Fig. 1: the clock network
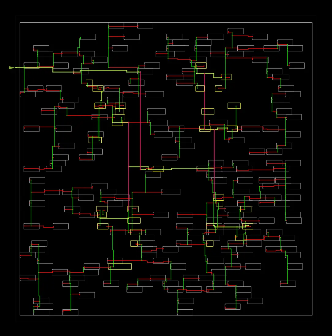
Fig. 2: port wiring
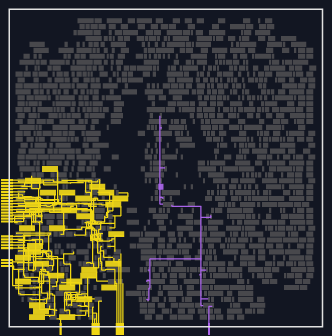
Fig. 3: sizing map
Scale bar: 50 microns.
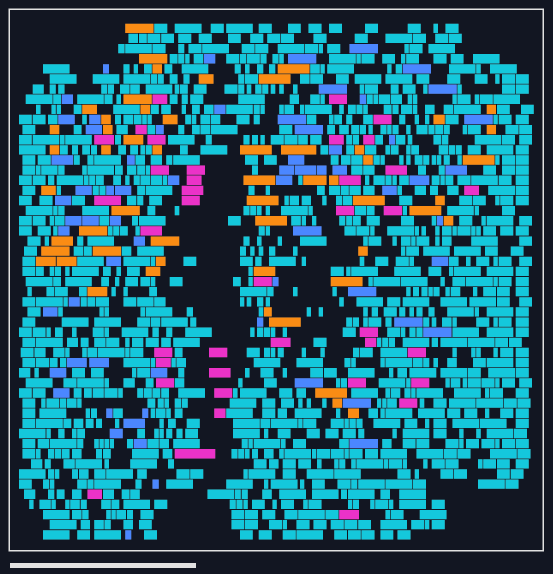
Fig. 4: layout detail
Window x 56 to 86, y 58 to 88 microns. Cells in grey, sequential cells in the stronger grey; small squares are vias.
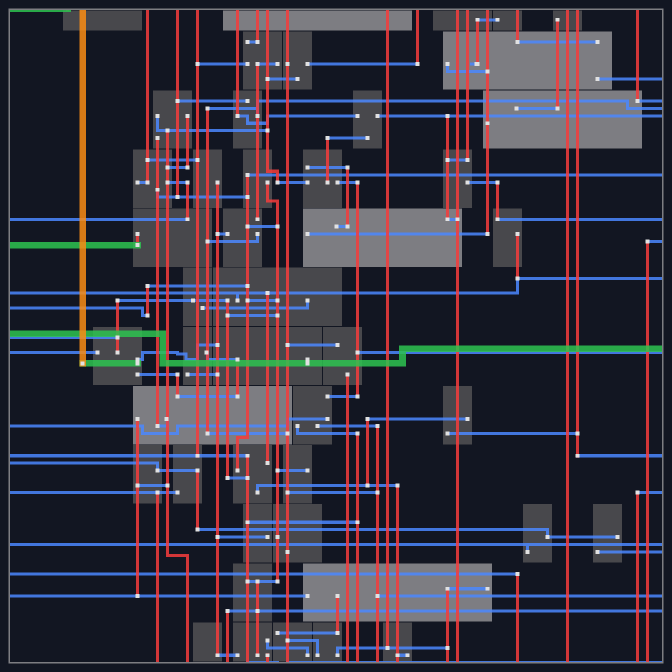
===== src/rtl/pipe_pkg.sv =====
// Shared pipeline decode helpers: opcodes, NOP encoding and register-field extractors
// that return x0 for fields an instruction does not actually read or write.
package pipe_pkg;

  localparam logic [6:0] OP_LOAD   = 7'b0000011;
  localparam logic [6:0] OP_STORE  = 7'b0100011;
  localparam logic [6:0] OP_BRANCH = 7'b1100011;
  localparam logic [6:0] OP_RTYPE  = 7'b0110011;
  localparam logic [6:0] OP_LUI    = 7'b0110111;
  localparam logic [6:0] OP_AUIPC  = 7'b0010111;
  localparam logic [6:0] OP_JAL    = 7'b1101111;

  localparam logic [31:0] NOP_INST = 32'h0000_0000;

  function automatic logic is_load(input logic [31:0] inst);
    return inst[6:0] == OP_LOAD;
  endfunction

  // Stores and branches carry immediate bits in the rd slot.
  function automatic logic [4:0] get_rd(input logic [31:0] inst);
    if (inst[6:0] == OP_STORE || inst[6:0] == OP_BRANCH) return 5'd0;
    return inst[11:7];
  endfunction

  function automatic logic [4:0] get_rs1(input logic [31:0] inst);
    if (inst[6:0] == OP_LUI || inst[6:0] == OP_AUIPC || inst[6:0] == OP_JAL) return 5'd0;
    return inst[19:15];
  endfunction

  // Store data rs2 is deliberately excluded: store forwarding covers it.
  function automatic logic [4:0] get_rs2(input logic [31:0] inst);
    if (inst[6:0] == OP_RTYPE || inst[6:0] == OP_BRANCH) return inst[24:20];
    return 5'd0;
  endfunction

endpackage


===== src/rtl/pipe_inst_tracker_load_use_detect.sv =====
// Combinational load-use hazard detection: a load in X or M producing a register D reads.
module load_use_detect
  import pipe_pkg::*;
(
  input  logic [31:0] inst_d_i,
  input  logic [31:0] inst_x_i,
  input  logic [31:0] inst_m_i,
  output logic        load_use_o
);

  logic [4:0] rs1_d;
  logic [4:0] rs2_d;
  logic [4:0] rd_x;
  logic [4:0] rd_m;
  logic       hit_x;
  logic       hit_m;

  // rd != 0 guarantees an x0 source (masked or real) never matches.
  always_comb begin
    rs1_d = get_rs1(inst_d_i);
    rs2_d = get_rs2(inst_d_i);
    rd_x  = get_rd(inst_x_i);
    rd_m  = get_rd(inst_m_i);
    hit_x = is_load(inst_x_i) && (rd_x != 5'd0) && ((rd_x == rs1_d) || (rd_x == rs2_d));
    hit_m = is_load(inst_m_i) && (rd_m != 5'd0) && ((rd_m == rs1_d) || (rd_m == rs2_d));
    load_use_o = hit_x || hit_m;
  end

endmodule


===== src/rtl/pipe_inst_tracker.sv =====
// D/X/M/W instruction tracker with load-use bubbles, branch squash, memory freeze
// and saturating stall/flush event counters.
module pipe_inst_tracker
  import pipe_pkg::*;
#(
  parameter int unsigned CNT_W = 32
) (
  input  logic             clk_i,
  input  logic             rst_i,
  input  logic [31:0]      inst_f_i,
  input  logic             fetch_valid_i,
  input  logic             br_taken_i,
  input  logic             dmem_wait_i,
  output logic [31:0]      instD_com_o,
  output logic [31:0]      instX_com_o,
  output logic [31:0]      instM_com_o,
  output logic [31:0]      instW_com_o,
  output logic             stall_f_o,
  output logic             flush_o,
  output logic [CNT_W-1:0] stall_cnt_o,
  output logic [CNT_W-1:0] flush_cnt_o
);

  localparam logic [CNT_W-1:0] CNT_ONE = CNT_W'(1);

  logic [31:0]      inst_d_q, inst_d_d;
  logic [31:0]      inst_x_q, inst_x_d;
  logic [31:0]      inst_m_q, inst_m_d;
  logic [31:0]      inst_w_q, inst_w_d;
  logic [CNT_W-1:0] stall_cnt_q, stall_cnt_d;
  logic [CNT_W-1:0] flush_cnt_q, flush_cnt_d;
  logic             load_use;
  logic             inc_stall;
  logic             inc_flush;

  load_use_detect u_lud (
    .inst_d_i   (inst_d_q),
    .inst_x_i   (inst_x_q),
    .inst_m_i   (inst_m_q),
    .load_use_o (load_use)
  );

  always_comb begin
    inst_d_d  = inst_d_q;
    inst_x_d  = inst_x_q;
    inst_m_d  = inst_m_q;
    inst_w_d  = inst_w_q;
    stall_f_o = 1'b0;
    flush_o   = 1'b0;
    inc_stall = 1'b0;
    inc_flush = 1'b0;
    if (dmem_wait_i) begin
      stall_f_o = 1'b1;
    end else if (br_taken_i) begin
      // Wrong-path D and the in-flight fetch are both dropped.
      inst_d_d  = NOP_INST;
      inst_x_d  = NOP_INST;
      inst_m_d  = inst_x_q;
      inst_w_d  = inst_m_q;
      flush_o   = 1'b1;
      inc_flush = 1'b1;
    end else if (load_use) begin
      inst_x_d  = NOP_INST;
      inst_m_d  = inst_x_q;
      inst_w_d  = inst_m_q;
      stall_f_o = 1'b1;
      inc_stall = 1'b1;
    end else begin
      inst_d_d  = fetch_valid_i ? inst_f_i : NOP_INST;
      inst_x_d  = inst_d_q;
      inst_m_d  = inst_x_q;
      inst_w_d  = inst_m_q;
    end
    stall_cnt_d = (inc_stall && (stall_cnt_q != '1)) ? stall_cnt_q + CNT_ONE : stall_cnt_q;
    flush_cnt_d = (inc_flush && (flush_cnt_q != '1)) ? flush_cnt_q + CNT_ONE : flush_cnt_q;
  end

  always_ff @(posedge clk_i) begin
    if (rst_i) begin
      inst_d_q    <= NOP_INST;
      inst_x_q    <= NOP_INST;
      inst_m_q    <= NOP_INST;
      inst_w_q    <= NOP_INST;
      stall_cnt_q <= '0;
      flush_cnt_q <= '0;
    end else begin
      inst_d_q    <= inst_d_d;
      inst_x_q    <= inst_x_d;
      inst_m_q    <= inst_m_d;
      inst_w_q    <= inst_w_d;
      stall_cnt_q <= stall_cnt_d;
      flush_cnt_q <= flush_cnt_d;
    end
  end

  assign instD_com_o = inst_d_q;
  assign instX_com_o = inst_x_q;
  assign instM_com_o = inst_m_q;
  assign instW_com_o = inst_w_q;
  assign stall_cnt_o = stall_cnt_q;
  assign flush_cnt_o = flush_cnt_q;

endmodule


===== config.mk =====
export PLATFORM = sky130hd
export DESIGN_NAME = pipe_inst_tracker
export DESIGN_NICKNAME = d
export VERILOG_FILES = /design/src/rtl/pipe_pkg.sv /design/src/rtl/pipe_inst_tracker_load_use_detect.sv /design/src/rtl/pipe_inst_tracker.sv
export SDC_FILE = /design/constraint.sdc
export NUM_CORES = 1
export LEC_CHECK = 0
export CAP_MARGIN = 30
export CORE_AREA = 2 2 141 143
export CTS_BUF_LIST = sky130_fd_sc_hd__clkbuf_8
export CTS_CLUSTER_DIAMETER = 200
export DETAILED_ROUTE_END_ITERATION = 16
export DIE_AREA = 0 0 143 145
export GPL_TIMING_DRIVEN = 0
export PLACE_DENSITY = 0.78
export RECOVER_POWER = 100
export SKIP_CTS_REPAIR_TIMING = 1
export SLEW_MARGIN = 0
export SYNTH_ARGS = -nofsm -noshare
export SYNTH_HDL_FRONTEND = slang
export SYNTH_HIERARCHICAL = 1
export SYNTH_SLANG_ARGS = --single-unit
export TNS_END_PERCENT = 100

===== constraint.sdc =====
create_clock -name clk_i -period 3.05 [get_ports clk_i]
set_clock_uncertainty 0.05 [all_clocks]
set_input_delay 0.61 -clock clk_i [delete_from_list [all_inputs] [get_ports clk_i]]
set_output_delay 0.61 -clock clk_i [all_outputs]
set_load 0.05 [all_outputs]

==> summary.txt <==
run results: Synth Warn # 6, dpl cells 1473, Setup WS post-layout -0.602 ns, crit path to stall_cnt_o[23], max_slew headroom 0.396, first-pass iteration count of the detailed router 5, final hold violation count 0, Setup-failing EPs final approximately 61, Unique cell types 71, min Tclk post-route 3.65 ns, Pwr Total between 4 and 5 mW, Area Overhead vs Synth 41.7%, Fill cells ~1700, first-pass GRT wire length 42300 microns, CTS max path bufs 2, CP max FO 5, FP Core Util 0.446, Power Density 387 mW/mm^2, top area contributor share 0.449, worst slack at placement -1.04 ns, yosys simple share 0.247, register-to-register path setup slack -0.60 ns, failing checks negative setup slack, crit path from instM_com_o[0], fmax 274 MHz, top cells by area, synth dfxtp_1, mux2i_1, nor2_1, a21oi_1, nand3_1, detailed-placement wirelength estimate 19800 microns, XOR/XNOR Area Share 0.0244, NetSw 1.32 mW, initial antenna violation count 2, Top logic family simple AND/OR/NAND/NOR gates, met2 usage in global routing 0.439, # Cells Yosys 979, Storage cell area 0.00391 sq mm, share of layout cells above drive strength 1 0.125, Critical Path AT 4.00 ns, hold depth 2, Top cell excl fill/tap dfxtp_1, Worst Hold Class reg2reg, DRT iter0 DRCs 529, final cell count without fillers between 1500 and 2000, Async SR Flop Fraction 0, startpoint types register, max-slew violations 0, worst-case reg-to-reg path depth 11, mux frac, synth 0.0849, end of the worst hold path instD_com_o[27], YS chip area 0.00856 sq mm, core area around 0.019 sq mm, overall fraction of global-route tracks in use 0.254, run status finished with violations, fin crit share 1.20, met1 Usage GRT 0.316
Back to the opening pictures, Fig. 1:
clk latency late pin: 0.46 ns
TritonCTS Buffers: 17
flop count: 192
clock buffers: 18

Back to the opening pictures, Fig. 2:
[yellow] `flush_cnt_o` | bits: 32 | direction: output | edge: 23 left, 9 bottom | end cells: 32 | wire: 1790 microns
[purple] `stall_f_o` | bits: 1 | direction: output | edge: bottom | end cells: 1 | wire: 177 microns

Back to the opening pictures, Fig. 3:
[magenta] drive 6 and up | cells: 38
[cyan] drive 1 or less | cells: 1101
[blue] drive 2 | cells: 66
[orange] drive 3 to 4 | cells: 54

Back to the opening pictures, Fig. 4:
[blue] met1
[orange] met4
[green] met3
[red] met2
cells with their middle in the window: 40
netlist names of flops here include: `instD_com_o` (3), `instX_com_o` (2)
sequential cells in the window: 5
most frequent: clkbuf_1 (14)

[layout make-up]
cell class,instances,share of cell area
clock buffer,18,0.0204
clock inverter,14,0.0156
tap,265,0.0273
sequential,192,0.322
buffer,61,0.0244
multi-input combinational,708,0.383
antenna,1,0.000206
inverter,18,0.00578
timing repair buffer,248,0.201
[cells by family after synthesis]
kind of cell,Yosys count
buffers and inverters,80
and+or+nand+nor,410
adders and majority gates,2
xor gates and xnor gates,23
AOI/OAI and AO/OA,200
DFF,192
muxes,72
[critical path, stage by stage (launching register included)]
cell	delay [ns]
dfxtp_4	0.38
and4bb_2	0.26
and2_4	0.18
or3_1	0.38
a221oi_2	0.29
o2bb2ai_1	0.14
a221o_2	0.22
or3b_4	0.46
nor4_4	0.37
nand2_2	0.17
or4_4	0.57
a21oi_2	0.11
[registers in the layout, summed over array words and instances (netlist names)]
| register | cells |
|---|---|
| instX_com_o | 32 |
| instM_com_o | 32 |
| instW_com_o | 32 |
| flush_cnt_o | 32 |
| stall_cnt_o | 32 |
| instD_com_o | 32 |
[metrics by stage]
step	setup TNS (ns)	hold WS, ns
global route	-32.37	0.463
global placement	-24.55	0.403
CTS	-28.52	0.430
floorplan	-1.93	0.500
detailed placement	-26.65	0.416
finish	-16.22	0.428
[per-layer routing]
metal | wire (microns) | vias up
met4 | 568 | 2
met5 | 13 | -
li1 | - | 4113
met2 | 13500 | 289
met1 | 11700 | 4134
met3 | 1800 | 37
[power groups by stage]
stage / clock, mW / combinational, mW / sequential, mW
6_report: 1.81 / 0.345 / 2.54
4_1_cts: 1.83 / 0.345 / 2.54
2_1_floorplan: 0 / 0.147 / 2.65
3_5_place_dp: 0 / 0.343 / 2.60
3_3_place_gp: 0 / 0.341 / 2.60
5_1_grt: 1.92 / 0.368 / 2.54
No activity file was given, so power comes from the tool's default toggle rates.
